--- src/rtl/if_fetch_buf_if.sv ---
// rtl/if_fetch_buf_if.sv - instruction fetch request, response and output handshake bundle
interface if_fetch_buf_if;
    logic        imem_req_valid;
    logic        imem_req_ready;
    logic [31:0] imem_req_addr;
    logic        imem_rsp_valid;
    logic [31:0] imem_rsp_insn;
    logic        out_valid;
    logic        out_ready;
    logic [31:0] out_pc;
    logic [31:0] out_insn;

    modport master (
        output imem_req_valid, imem_req_addr, out_valid, out_pc, out_insn,
        input  imem_req_ready, imem_rsp_valid, imem_rsp_insn, out_ready
    );

    modport slave (
        input  imem_req_valid, imem_req_addr, out_valid, out_pc, out_insn,
        output imem_req_ready, imem_rsp_valid, imem_rsp_insn, out_ready
    );
endinterface

--- src/rtl/if_fetch_buf.sv ---
// rtl/if_fetch_buf.sv - credit-limited instruction prefetch buffer with redirect flush
module if_fetch_buf #(
    parameter logic [31:0] RESET_PC = 32'h0000_0000,
    parameter int          DEPTH    = 4
) (
    input  logic          clk,
    input  logic          reset,
    input  logic          cpu_en,
    input  logic          br_taken,
    input  logic [31:0]   br_addr,
    if_fetch_buf_if.master bus
);
    localparam int CW = $clog2(DEPTH + 1);
    localparam int PW = $clog2(DEPTH);
    localparam logic [CW:0] DEPTH_C = (CW + 1)'(DEPTH);

    logic [31:0]   fetch_pc;
    logic [31:0]   rsp_pc;
    logic [CW-1:0] outstanding;
    logic [CW-1:0] drop_cnt;
    logic [CW-1:0] count;
    logic [PW-1:0] rd_ptr;
    logic [PW-1:0] wr_ptr;
    logic [31:0]   pc_mem   [DEPTH];
    logic [31:0]   insn_mem [DEPTH];

    logic        credit_ok;
    logic        req_valid;
    logic        req_fire;
    logic        rsp_live;
    logic        push;
    logic        pop;
    logic [31:0] br_target;
    logic        br_addr_unused;

    // Buffered plus in-flight entries never exceed DEPTH, so every push has a slot.
    assign credit_ok = ({1'b0, count} + {1'b0, outstanding}) < DEPTH_C;
    assign req_valid = reset & cpu_en & ~br_taken & credit_ok;
    assign req_fire  = req_valid & bus.imem_req_ready;
    assign rsp_live  = bus.imem_rsp_valid & (outstanding != '0);
    assign push      = rsp_live & ~br_taken & (drop_cnt == '0);
    assign pop       = (count != '0) & bus.out_ready & ~br_taken;
    assign br_target = {br_addr[31:2], 2'b00};
    assign br_addr_unused = ^br_addr[1:0];

    always_ff @(posedge clk or negedge reset) begin
        if (!reset) begin
            fetch_pc    <= RESET_PC;
            rsp_pc      <= RESET_PC;
            outstanding <= '0;
            drop_cnt    <= '0;
            count       <= '0;
            rd_ptr      <= '0;
            wr_ptr      <= '0;
        end else begin
            outstanding <= outstanding + CW'(req_fire) - CW'(rsp_live);
            if (br_taken) begin
                // Everything still in flight belongs to the old path and is skipped on return.
                fetch_pc <= br_target;
                rsp_pc   <= br_target;
                drop_cnt <= outstanding - CW'(rsp_live);
                count    <= '0;
                rd_ptr   <= '0;
                wr_ptr   <= '0;
            end else begin
                if (req_fire) begin
                    fetch_pc <= fetch_pc + 32'd4;
                end
                if (rsp_live && drop_cnt != '0) begin
                    drop_cnt <= drop_cnt - CW'(1);
                end
                if (push) begin
                    rsp_pc <= rsp_pc + 32'd4;
                    wr_ptr <= wr_ptr + PW'(1);
                end
                if (pop) begin
                    rd_ptr <= rd_ptr + PW'(1);
                end
                count <= count + CW'(push) - CW'(pop);
            end
        end
    end

    always_ff @(posedge clk) begin
        if (push) begin
            pc_mem[wr_ptr]   <= rsp_pc;
            insn_mem[wr_ptr] <= bus.imem_rsp_insn;
        end
    end

    assign bus.imem_req_valid = req_valid;
    assign bus.imem_req_addr  = fetch_pc;
    assign bus.out_valid      = (count != '0);
    assign bus.out_pc         = pc_mem[rd_ptr];
    assign bus.out_insn       = insn_mem[rd_ptr];
endmodule
--- src/flat_wrapper.sv ---
// flat-port wrapper written by rule: the top's interface ports become plain ports
module if_fetch_buf_flat 
#(
    parameter logic [31:0] RESET_PC = 32'h0000_0000,
    parameter int          DEPTH    = 4
)
  (clk, reset, cpu_en, br_taken, br_addr, bus_imem_req_valid, bus_imem_req_addr, bus_out_valid, bus_out_pc, bus_out_insn, bus_imem_req_ready, bus_imem_rsp_valid, bus_imem_rsp_insn, bus_out_ready);
  if_fetch_buf_if bus_i ();
  input  logic clk;
  input  logic reset;
  input  logic cpu_en;
  input  logic br_taken;
  input  logic [31:0] br_addr;
  output wire logic [$bits(bus_i.imem_req_valid)-1:0] bus_imem_req_valid;
  output wire logic [$bits(bus_i.imem_req_addr)-1:0] bus_imem_req_addr;
  output wire logic [$bits(bus_i.out_valid)-1:0] bus_out_valid;
  output wire logic [$bits(bus_i.out_pc)-1:0] bus_out_pc;
  output wire logic [$bits(bus_i.out_insn)-1:0] bus_out_insn;
  input wire logic [$bits(bus_i.imem_req_ready)-1:0] bus_imem_req_ready;
  input wire logic [$bits(bus_i.imem_rsp_valid)-1:0] bus_imem_rsp_valid;
  input wire logic [$bits(bus_i.imem_rsp_insn)-1:0] bus_imem_rsp_insn;
  input wire logic [$bits(bus_i.out_ready)-1:0] bus_out_ready;
  assign bus_imem_req_valid = bus_i.imem_req_valid;
  assign bus_imem_req_addr = bus_i.imem_req_addr;
  assign bus_out_valid = bus_i.out_valid;
  assign bus_out_pc = bus_i.out_pc;
  assign bus_out_insn = bus_i.out_insn;
  assign bus_i.imem_req_ready = bus_imem_req_ready;
  assign bus_i.imem_rsp_valid = bus_imem_rsp_valid;
  assign bus_i.imem_rsp_insn = bus_imem_rsp_insn;
  assign bus_i.out_ready = bus_out_ready;
  if_fetch_buf #(.RESET_PC(RESET_PC), .DEPTH(DEPTH)) u_core (.clk(clk), .reset(reset), .cpu_en(cpu_en), .br_taken(br_taken), .br_addr(br_addr), .bus(bus_i));
endmodule
--- config.mk ---
export PLATFORM = sky130hd
export DESIGN_NAME = if_fetch_buf_flat
export DESIGN_NICKNAME = d
export VERILOG_FILES = /design/src/rtl/if_fetch_buf_if.sv /design/src/rtl/if_fetch_buf.sv /design/src/flat_wrapper.sv
export SDC_FILE = /design/constraint.sdc
export NUM_CORES = 1
export LEC_CHECK = 0
export CAP_MARGIN = 0
export CORE_MARGIN = 2
export CORE_UTILIZATION = 25
export DETAILED_ROUTE_END_ITERATION = 12
export GPL_TIMING_DRIVEN = 0
export HOLD_SLACK_MARGIN = 0.02
export PLACE_DENSITY = 0.43
export SLEW_MARGIN = 20
export SYNTH_ARGS = -nofsm -noshare
export SYNTH_HDL_FRONTEND = slang
export SYNTH_SLANG_ARGS = --single-unit
export TNS_END_PERCENT = 100
--- constraint.sdc ---
create_clock -name clk -period 8.1 [get_ports clk]
set_input_delay 0.81 -clock clk [delete_from_list [all_inputs] [get_ports clk]]
set_output_delay 0.81 -clock clk [all_outputs]
set_load 0.005 [all_outputs]
==> images/layer_met2.png <==
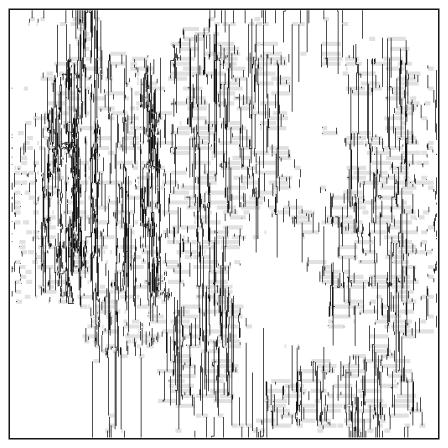
The layer carries 16,800 um of wire. The wires run mostly vertical. The layer holds 48% of the routed length. 948 nets have wire on it. The longest straight run is 88.7 um.

==> images/clocks.png <==
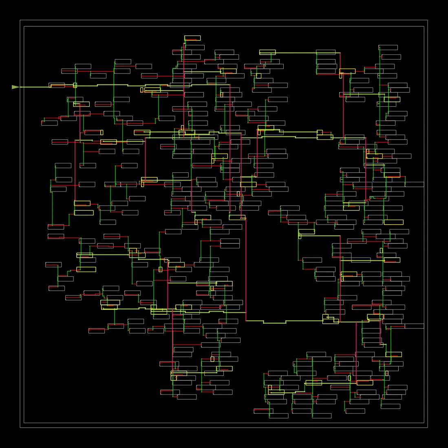
Post-Route Skew: 24.2 ps
clock latency on the worst-skew pair: 560 ps
number of clock buffers inserted by TritonCTS: 39
tally of clock buffers in the finished layout: 51

==> images/sizes.png <==
Scale bar: 50 um.
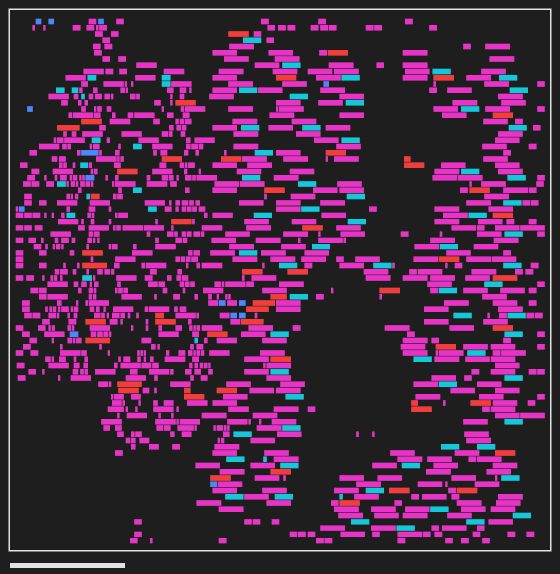
Magenta marks _0 and _1 cells, cells 901, share 86%. Red marks _6 and larger, cells 53, share 5.1%. Blue marks _3 and _4 cells, cells 14, share 1.3%. Cyan marks _2 cells, cells 80, share 7.6%.
Non-Clock Buffer Count: 207
Syn-to-layout area delta: 28.9%

==> images/layer_met4.png <==
Scale bar: 50 um.
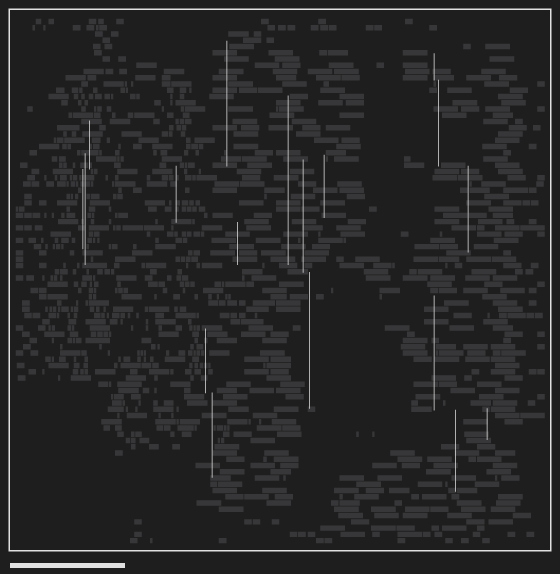
The layer carries 660 um of wire. The wires run mostly vertical. The layer holds 1.9% of the routed length.

==> impl_metrics.ini <==
; generated from flow reports
[status]
status = completed

[global_routing]
gr-total-overflow = 0
via_count_of_the_first_global_routing_pass = 8373
grt_max_degree = 51
antenna_found_initial = 0

[placement]
placedInstanceArea_um2 = 15900
gp_routability_congestion = 0.808
place_inst = 1666

[clock_tree]
total_of_hold_buffers_inserted_after_clock_tree_synthesis = 0
path_clk_slew_ps = 60
number_of_sinks_driven_by_the_clock_tree = 321
cts-resized-gates = 0

[synthesis]
yosysTopAreaCell = sky130_fd_sc_hd__edfxtp_1
ys_ff = 321
synth-area-yosys_um2 = 13300
postSynthSeqShare_pct = 69.6
postSynthAreaPerCell_um2 = 16.5
synth_cells = 809

[timing]
slew_viol_final = 0
setup_repair_after_global_routing_missed_its_margin = false
final_hold_violation_count = 0
timing.hold.ws_ps = 169
max_slew.worst_pin.slew_ps = 995

[pwr]
p_clk_mw = 1.71
power.combinational.total_uw = 936
design_power_total_mw = 4.64
switchingPower_mw = 1.21
power.share.combinational_pct = 20.2
top_power_group = sequential cells
vdd_drop_max_uv = 121
power_per_cell_area_nw_per_um2 = 270

[setup_path]
setup.worst_path.start = u_core.rd_ptr[0]
cp_num_cells = 4
cp_startpoint_kind = flop
critical_path_arrival_ps = 3460
path_delay_family = buffers and inverters
regToRegSetupSlack_ps = 4580
crit_path_top_delay_cell = sky130_fd_sc_hd__buf_1
critical_path.max_stage_delay_ps = 810
r2r.worst_path.cells = 10

[final_layout]
final_cell_count_without_fillers = 1736
multi_input_comb_area_um2 = 3820
final_cell_mix = sky130_fd_sc_hd__edfxtp_1, sky130_fd_sc_hd__clkdlybuf4s50_1, sky130_fd_sc_hd__dfrtp_1
nets = 1108

[routing]
post-route-drc-count = 0
==> per-layer routing <==
layer,track usage (%),up-vias,share of wire (%)
met4,3.07,0,1.9
met2,20.7,194,48
met3,3.48,48,5.2
met1,16.7,3991,45
met5,0,-,0
li1,-,3560,-
==> layout make-up <==
type                            count  area share (%)
Sequential cell                   321            54.0
Multi-Input combinational cell    432            22.3
Timing Repair Buffer              166            10.1
Clock buffer                       51            5.94
Tap cell                          688            5.01
Clock inverter                     19            1.24
Buffer                             41            1.03
Inverter                           18           0.393
==> kinds of logic after synthesis <==
kind of cell	share of synthesized area (%)
other	0.0282
flip-flops	69.6
adder cells (fa/ha/maj)	1.80
multiplexers	11.8
AND/OR/NAND/NOR	8.98
AND-OR/OR-AND	2.86
buffers and inverters	1.84
XOR/XNOR	3.09
